<file path="config.mk">
export PLATFORM = sky130hd
export DESIGN_NAME = instruction_memory_sync
export DESIGN_NICKNAME = d
export VERILOG_FILES = /design/src/rtl/instr_mem_pkg.sv /design/src/rtl/instr_mem_array.sv /design/src/rtl/instruction_memory_sync.sv
export SDC_FILE = /design/constraint.sdc
export NUM_CORES = 2
export LEC_CHECK = 0
export ABC_AREA = 1
export CAP_MARGIN = 20
export CORE_ASPECT_RATIO = 1.4
export CORE_MARGIN = 2
export CORE_UTILIZATION = 40
export DETAILED_ROUTE_END_ITERATION = 8
export PLACE_DENSITY = 0.64
export SKIP_LAST_GASP = 1
export SYNTH_ARGS = -nofsm -noshare
export SYNTH_HDL_FRONTEND = slang
export SYNTH_HIERARCHICAL = 1
export SYNTH_SLANG_ARGS = --single-unit
</file>
<file path="constraint.sdc">
create_clock -name clk -period 3.6 [get_ports clk]
set_clock_uncertainty 0.15 [all_clocks]
set_input_delay 0.72 -clock clk [delete_from_list [all_inputs] [get_ports clk]]
set_output_delay 0.72 -clock clk [all_outputs]
set_load 0.05 [all_outputs]
</file>
<file path="src/rtl/instr_mem_pkg.sv">
`default_nettype none
// ============================================================================
//  Module      : instr_mem_pkg
//  Description : Shared FSM state type and word/byte geometry helpers for the
//                synchronous instruction memory.
//  Revision    : 1.0  initial release
// ============================================================================
package instr_mem_pkg;

    typedef enum logic [0:0] {
        INIT = 1'b0,
        RUN  = 1'b1
    } state_t;

    localparam int DEFAULT_DATA_WIDTH = 32;
    localparam int BYTES_PER_WORD     = DEFAULT_DATA_WIDTH / 8;
    localparam int WORD_SHIFT         = $clog2(BYTES_PER_WORD);

    function automatic int bytes_per_word(input int data_width);
        return data_width / 8;
    endfunction

    function automatic int word_shift(input int data_width);
        return $clog2(data_width / 8);
    endfunction

endpackage
`default_nettype wire

</file>
<file path="src/rtl/instr_mem_array.sv">
`default_nettype none
// ============================================================================
//  Module      : instr_mem_array
//  Description : Word storage with one write port and one registered,
//                read-first read port. Contents are never reset.
//  Revision    : 1.0  initial release
// ============================================================================
module instr_mem_array #(
    parameter int DATA_WIDTH = 32,
    parameter int DEPTH      = 128,
    parameter int IDX_WIDTH  = 7
) (
    input  logic                  clk,
    input  logic                  we,
    input  logic [IDX_WIDTH-1:0]  waddr,
    input  logic [DATA_WIDTH-1:0] wdata,
    input  logic                  re,
    input  logic [IDX_WIDTH-1:0]  raddr,
    output logic [DATA_WIDTH-1:0] rdata
);

    logic [DATA_WIDTH-1:0] r_mem [DEPTH];

    // Both accesses use non-blocking updates, so a same-edge read sees the old word.
    always_ff @(posedge clk) begin
        if (we) begin
            r_mem[waddr] <= wdata;
        end
        if (re) begin
            rdata <= r_mem[raddr];
        end
    end

endmodule
`default_nettype wire

</file>
<file path="src/rtl/instruction_memory_sync.sv">
`default_nettype none
// ============================================================================
//  Module      : instruction_memory_sync
//  Description : Instruction memory that clears itself to NOP_WORD after reset,
//                then serves 1-cycle-latency fetches and program loads.
//  Revision    : 1.0  initial release
// ============================================================================
module instruction_memory_sync
    import instr_mem_pkg::*;
#(
    parameter int                    DATA_WIDTH = 32,
    parameter int                    DEPTH      = 128,
    parameter int                    ADDR_WIDTH = 9,
    parameter logic [DATA_WIDTH-1:0] NOP_WORD   = '0
) (
    input  logic                  clk,
    input  logic                  rst,
    output logic                  ready,
    input  logic                  fetch_req,
    input  logic [ADDR_WIDTH-1:0] fetch_addr,
    output logic                  fetch_valid,
    output logic [DATA_WIDTH-1:0] fetch_instr,
    output logic                  fetch_err,
    input  logic                  load_en,
    input  logic [ADDR_WIDTH-1:0] load_addr,
    input  logic [DATA_WIDTH-1:0] load_data,
    output logic                  load_err
);

    localparam int                    c_shift = word_shift(DATA_WIDTH);
    localparam int                    c_idx_w = (DEPTH > 1) ? $clog2(DEPTH) : 1;
    localparam logic [ADDR_WIDTH:0]   c_depth = (ADDR_WIDTH + 1)'(DEPTH);
    localparam logic [c_idx_w-1:0]    c_last  = c_idx_w'(DEPTH - 1);

    state_t                r_state;
    logic [c_idx_w-1:0]    r_clr_idx;
    logic                  r_use_nop;

    logic [ADDR_WIDTH-1:0] w_fetch_word;
    logic [ADDR_WIDTH-1:0] w_load_word;
    logic                  w_fetch_mis;
    logic                  w_load_mis;
    logic                  w_fetch_ok;
    logic                  w_load_ok;
    logic                  w_we;
    logic [c_idx_w-1:0]    w_waddr;
    logic [DATA_WIDTH-1:0] w_wdata;
    logic                  w_re;
    logic [DATA_WIDTH-1:0] w_rdata;

    assign w_fetch_word = fetch_addr >> c_shift;
    assign w_load_word  = load_addr  >> c_shift;

    generate
        if (c_shift == 0) begin : g_byte_words
            assign w_fetch_mis = 1'b0;
            assign w_load_mis  = 1'b0;
        end else begin : g_align_check
            assign w_fetch_mis = |fetch_addr[c_shift-1:0];
            assign w_load_mis  = |load_addr[c_shift-1:0];
        end
    endgenerate

    // Full-width range compare so high addresses are rejected, never aliased.
    assign w_fetch_ok = !w_fetch_mis && ({1'b0, w_fetch_word} < c_depth);
    assign w_load_ok  = !w_load_mis  && ({1'b0, w_load_word}  < c_depth);

    assign w_we    = (r_state == INIT) ? 1'b1 : (load_en && w_load_ok && !rst);
    assign w_waddr = (r_state == INIT) ? r_clr_idx : w_load_word[c_idx_w-1:0];
    assign w_wdata = (r_state == INIT) ? NOP_WORD : load_data;
    assign w_re    = (r_state == RUN) && fetch_req && w_fetch_ok && !rst;

    instr_mem_array #(
        .DATA_WIDTH (DATA_WIDTH),
        .DEPTH      (DEPTH),
        .IDX_WIDTH  (c_idx_w)
    ) u_array (
        .clk   (clk),
        .we    (w_we),
        .waddr (w_waddr),
        .wdata (w_wdata),
        .re    (w_re),
        .raddr (w_fetch_word[c_idx_w-1:0]),
        .rdata (w_rdata)
    );

    // The array read register has no reset, so reset/error responses select NOP_WORD.
    assign fetch_instr = r_use_nop ? NOP_WORD : w_rdata;

    always_ff @(posedge clk) begin
        if (rst) begin
            r_state     <= INIT;
            r_clr_idx   <= '0;
            r_use_nop   <= 1'b1;
            ready       <= 1'b0;
            fetch_valid <= 1'b0;
            fetch_err   <= 1'b0;
            load_err    <= 1'b0;
        end else begin
            fetch_valid <= 1'b0;
            load_err    <= 1'b0;
            case (r_state)
                INIT: begin
                    if (r_clr_idx == c_last) begin
                        r_state <= RUN;
                        ready   <= 1'b1;
                    end else begin
                        r_clr_idx <= r_clr_idx + 1'b1;
                    end
                end
                RUN: begin
                    if (fetch_req) begin
                        fetch_valid <= 1'b1;
                        fetch_err   <= !w_fetch_ok;
                        r_use_nop   <= !w_fetch_ok;
                    end
                    if (load_en && !w_load_ok) begin
                        load_err <= 1'b1;
                    end
                end
                default: r_state <= INIT;
            endcase
        end
    end

endmodule
`default_nettype wire

</file>
Figure 1. Clock wiring as the flow saved it.
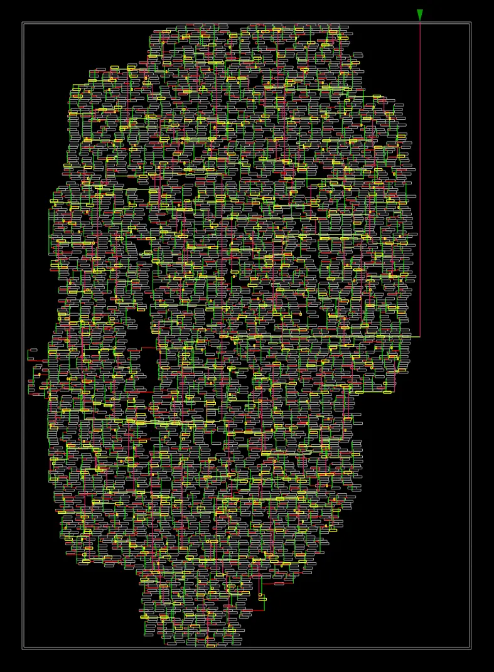
cts bufs inserted: 379
clk pwr: 38.9 mW
flop count: 4141
Clock Latency Late Sink: 0.94 ns
# clk buffers: 473

Figure 2. Metal layers overlaid.
Drawn at 1 px/µm.
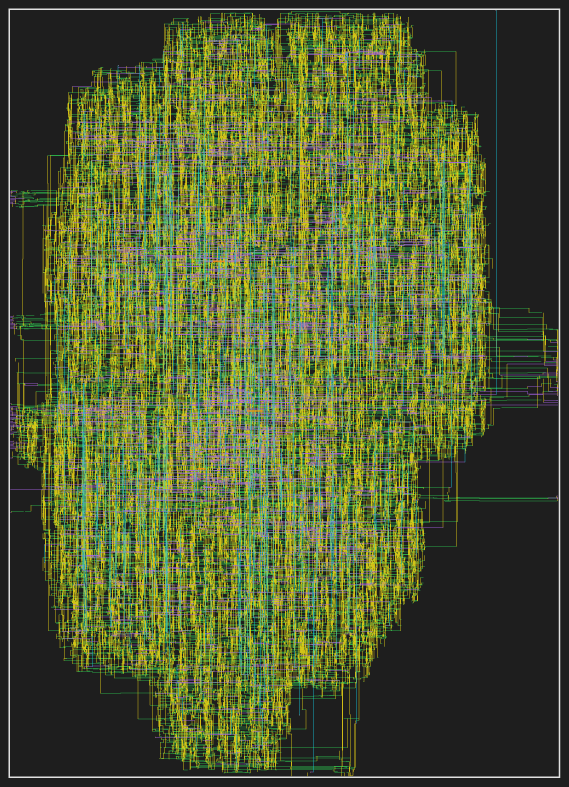
metal 3 -> purple  # wire length 51.4 mm
metal 5 -> orange  # wire length 30.4 µm
metal 1 -> green  # wire length 192 mm
metal 2 -> yellow  # wire length 243 mm
metal 4 -> cyan  # wire length 29.6 mm

==> qor.yml <==
grt_pass1_wl_um: 737000
period_used_pct: 99.3
endpoint: "fetch_instr[20]"
reg.largest.list: "u_array/r_mem x4096, u_array/rdata x32, r_clr_idx x7"
synth_area_um2: 166000
postSynthCellCount: 13600
async_flop_share_pct: 0
cp-end-kind: "primary output"
rows: 280
grt_max_degree: 129
cts_sinks: 4141
ys_seq_share_pct: 74.8
cts-root-buf: "clkbuf_16"
tns_ns: 0
ys_chip_area_um2: 166000
cp.arrival_ns: 2.70
mi_logic_area_um2: 37900
grt_busiest_layer: "met2"
wl_met3_um: 51400
fin_util_pct: 46.4
wirelength_um: 516000
wl_per_cell_um: 26.1
drc_errors: 0
hold_path_class: "in -> reg"
pin_count: 90
setup_viol: 0
cts_tree: "built"
final_cells: 19800
slowest_stage: "clkdlybuf4s50_1"
hold_start: "load_en"
holdWs_ns: 0.210
dp_hpwl_um: 311000
chipArea_um2: 421000
layout-drive-gt1-share_pct: 10.4
r2r_cells: 8
fillers: 35900
final-clk-cell-share_pct: 6.08
crit_fanout: 33
n_tap_cell: 5499
avgSynthCellArea_um2: 12.2
critPathMaxStageDelay_ns: 0.86
pre_cts_ws_ns: -0.339
coreArea_um2: 414000
pwr-share-comb_pct: 5.9
placed_cell_area_um2: 181000
fin_area_um2: 192000
tightest_slew_ns: 0.915
pwr-share-seq_pct: 53.9
areaGrowthSynthToFinish_pct: 15.9
synth.largest_area_cell: "edfxtp_1"
inv_count: 99
warning_count: 41
logic_gates: 8467
drv_cap: 0
hold-path-endpoint: "load_err"
wl_met2_um: 243000
first_global_vias: 106000
ys_cells: 13600
cp_cell_sequence: "buf_12, nor2_1, clkdlybuf4s50_1"
p_int_mw: 75.3
power_density_nw_per_um2: 504
maxUsedRoutingLayer: "met5"
p_clk_share_pct: 40.1
globalplace.congestion: 0.893
min_delay_path_depth: 3
layout.nets: 14000
r2r_start: "r_state"
cts-htree-levels: 5
slew_headroom_pct: 38.9
cp_num_buf_inv: 2
drt-met1-wl_um: 192000
ctsResizeCount: 19
grtUsageTotal_pct: 23.8
ir_drop_uv: 398
use_met3_pct: 3.60
startpoint_type: "flop"
yosys-top-cells-count: "nand2_1, edfxtp_1, nand3_1"
largest_class: "sequential cells"
max_freq_ghz: 0.280
worstSetupStartpoint: "r_use_nop"
path_delay_family: "buffers and inverters"
ys.flops: 4141
die_w_um: 549
p_comb_mw: 5.76
ff_type: "edfxtp_1"
min_period_ns: 3.57
critPathRequiredTime_ns: 2.73
antenna_found_initial: 35
outcome: "finished, final reports clean"
Figure 3. Routed clock nets over the placement.
Drawn at 1 px/µm.
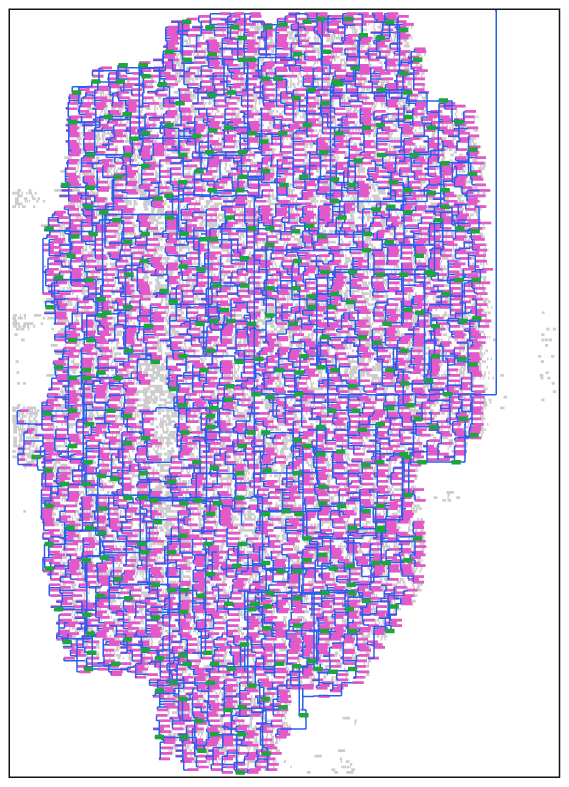
flip-flops -> magenta  # count 4141
clock wires -> blue  # length 44.9 mm
clock drivers -> green  # count 379
routed clock nets = 380

Figure 4. Met3 routing.
Drawn at 1 px/µm.
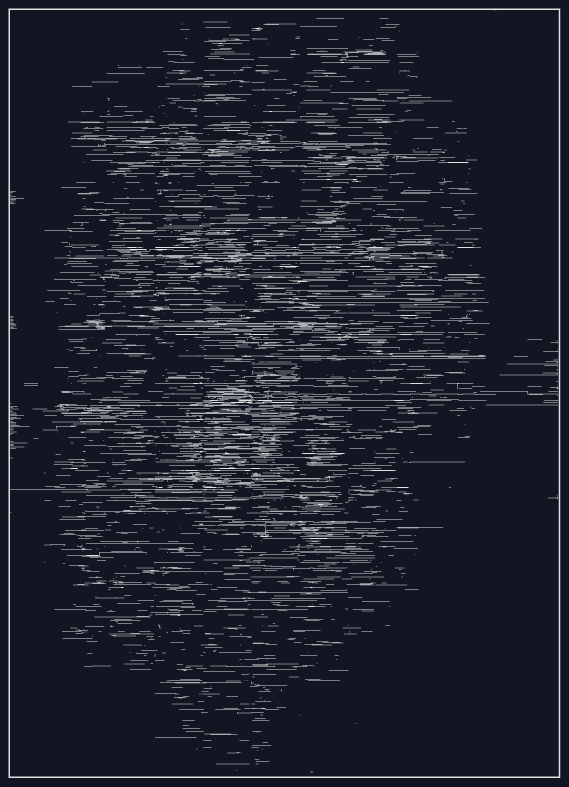
longest straight run = 228 µm
share of all routed wire = 10%
main direction = horizontal
nets with wire on the layer = 1394
wire length on this layer = 51.4 mm

cells by family after synthesis:
logic type	share of synthesized area, %
simple gates	22.2
compound gates	0.0392
flops	74.8
buf+inv	3.02
fa+ha+maj	0.00753
layout by cell type, fill, tap and decap left out, types with 8 or more instances in the layout:
master / instances
diode_2: 8
nor2_4: 128
clkinv_2: 67
inv_4: 32
buf_12: 357
clkbuf_16: 384
clkinv_1: 89
nand3_1: 4041
dfxtp_1: 11
buf_4: 434
nor3_1: 10
nand2_1: 4206
inv_1: 60
clkbuf_1: 86
nand2_2: 9
edfxtp_1: 4128
nor2_1: 55
clkdlybuf4s50_1: 58
bufinv_16: 22
clkinv_8: 9
dlygate4sd2_1: 19
No activity file was given, so power comes from the tool's default toggle rates.
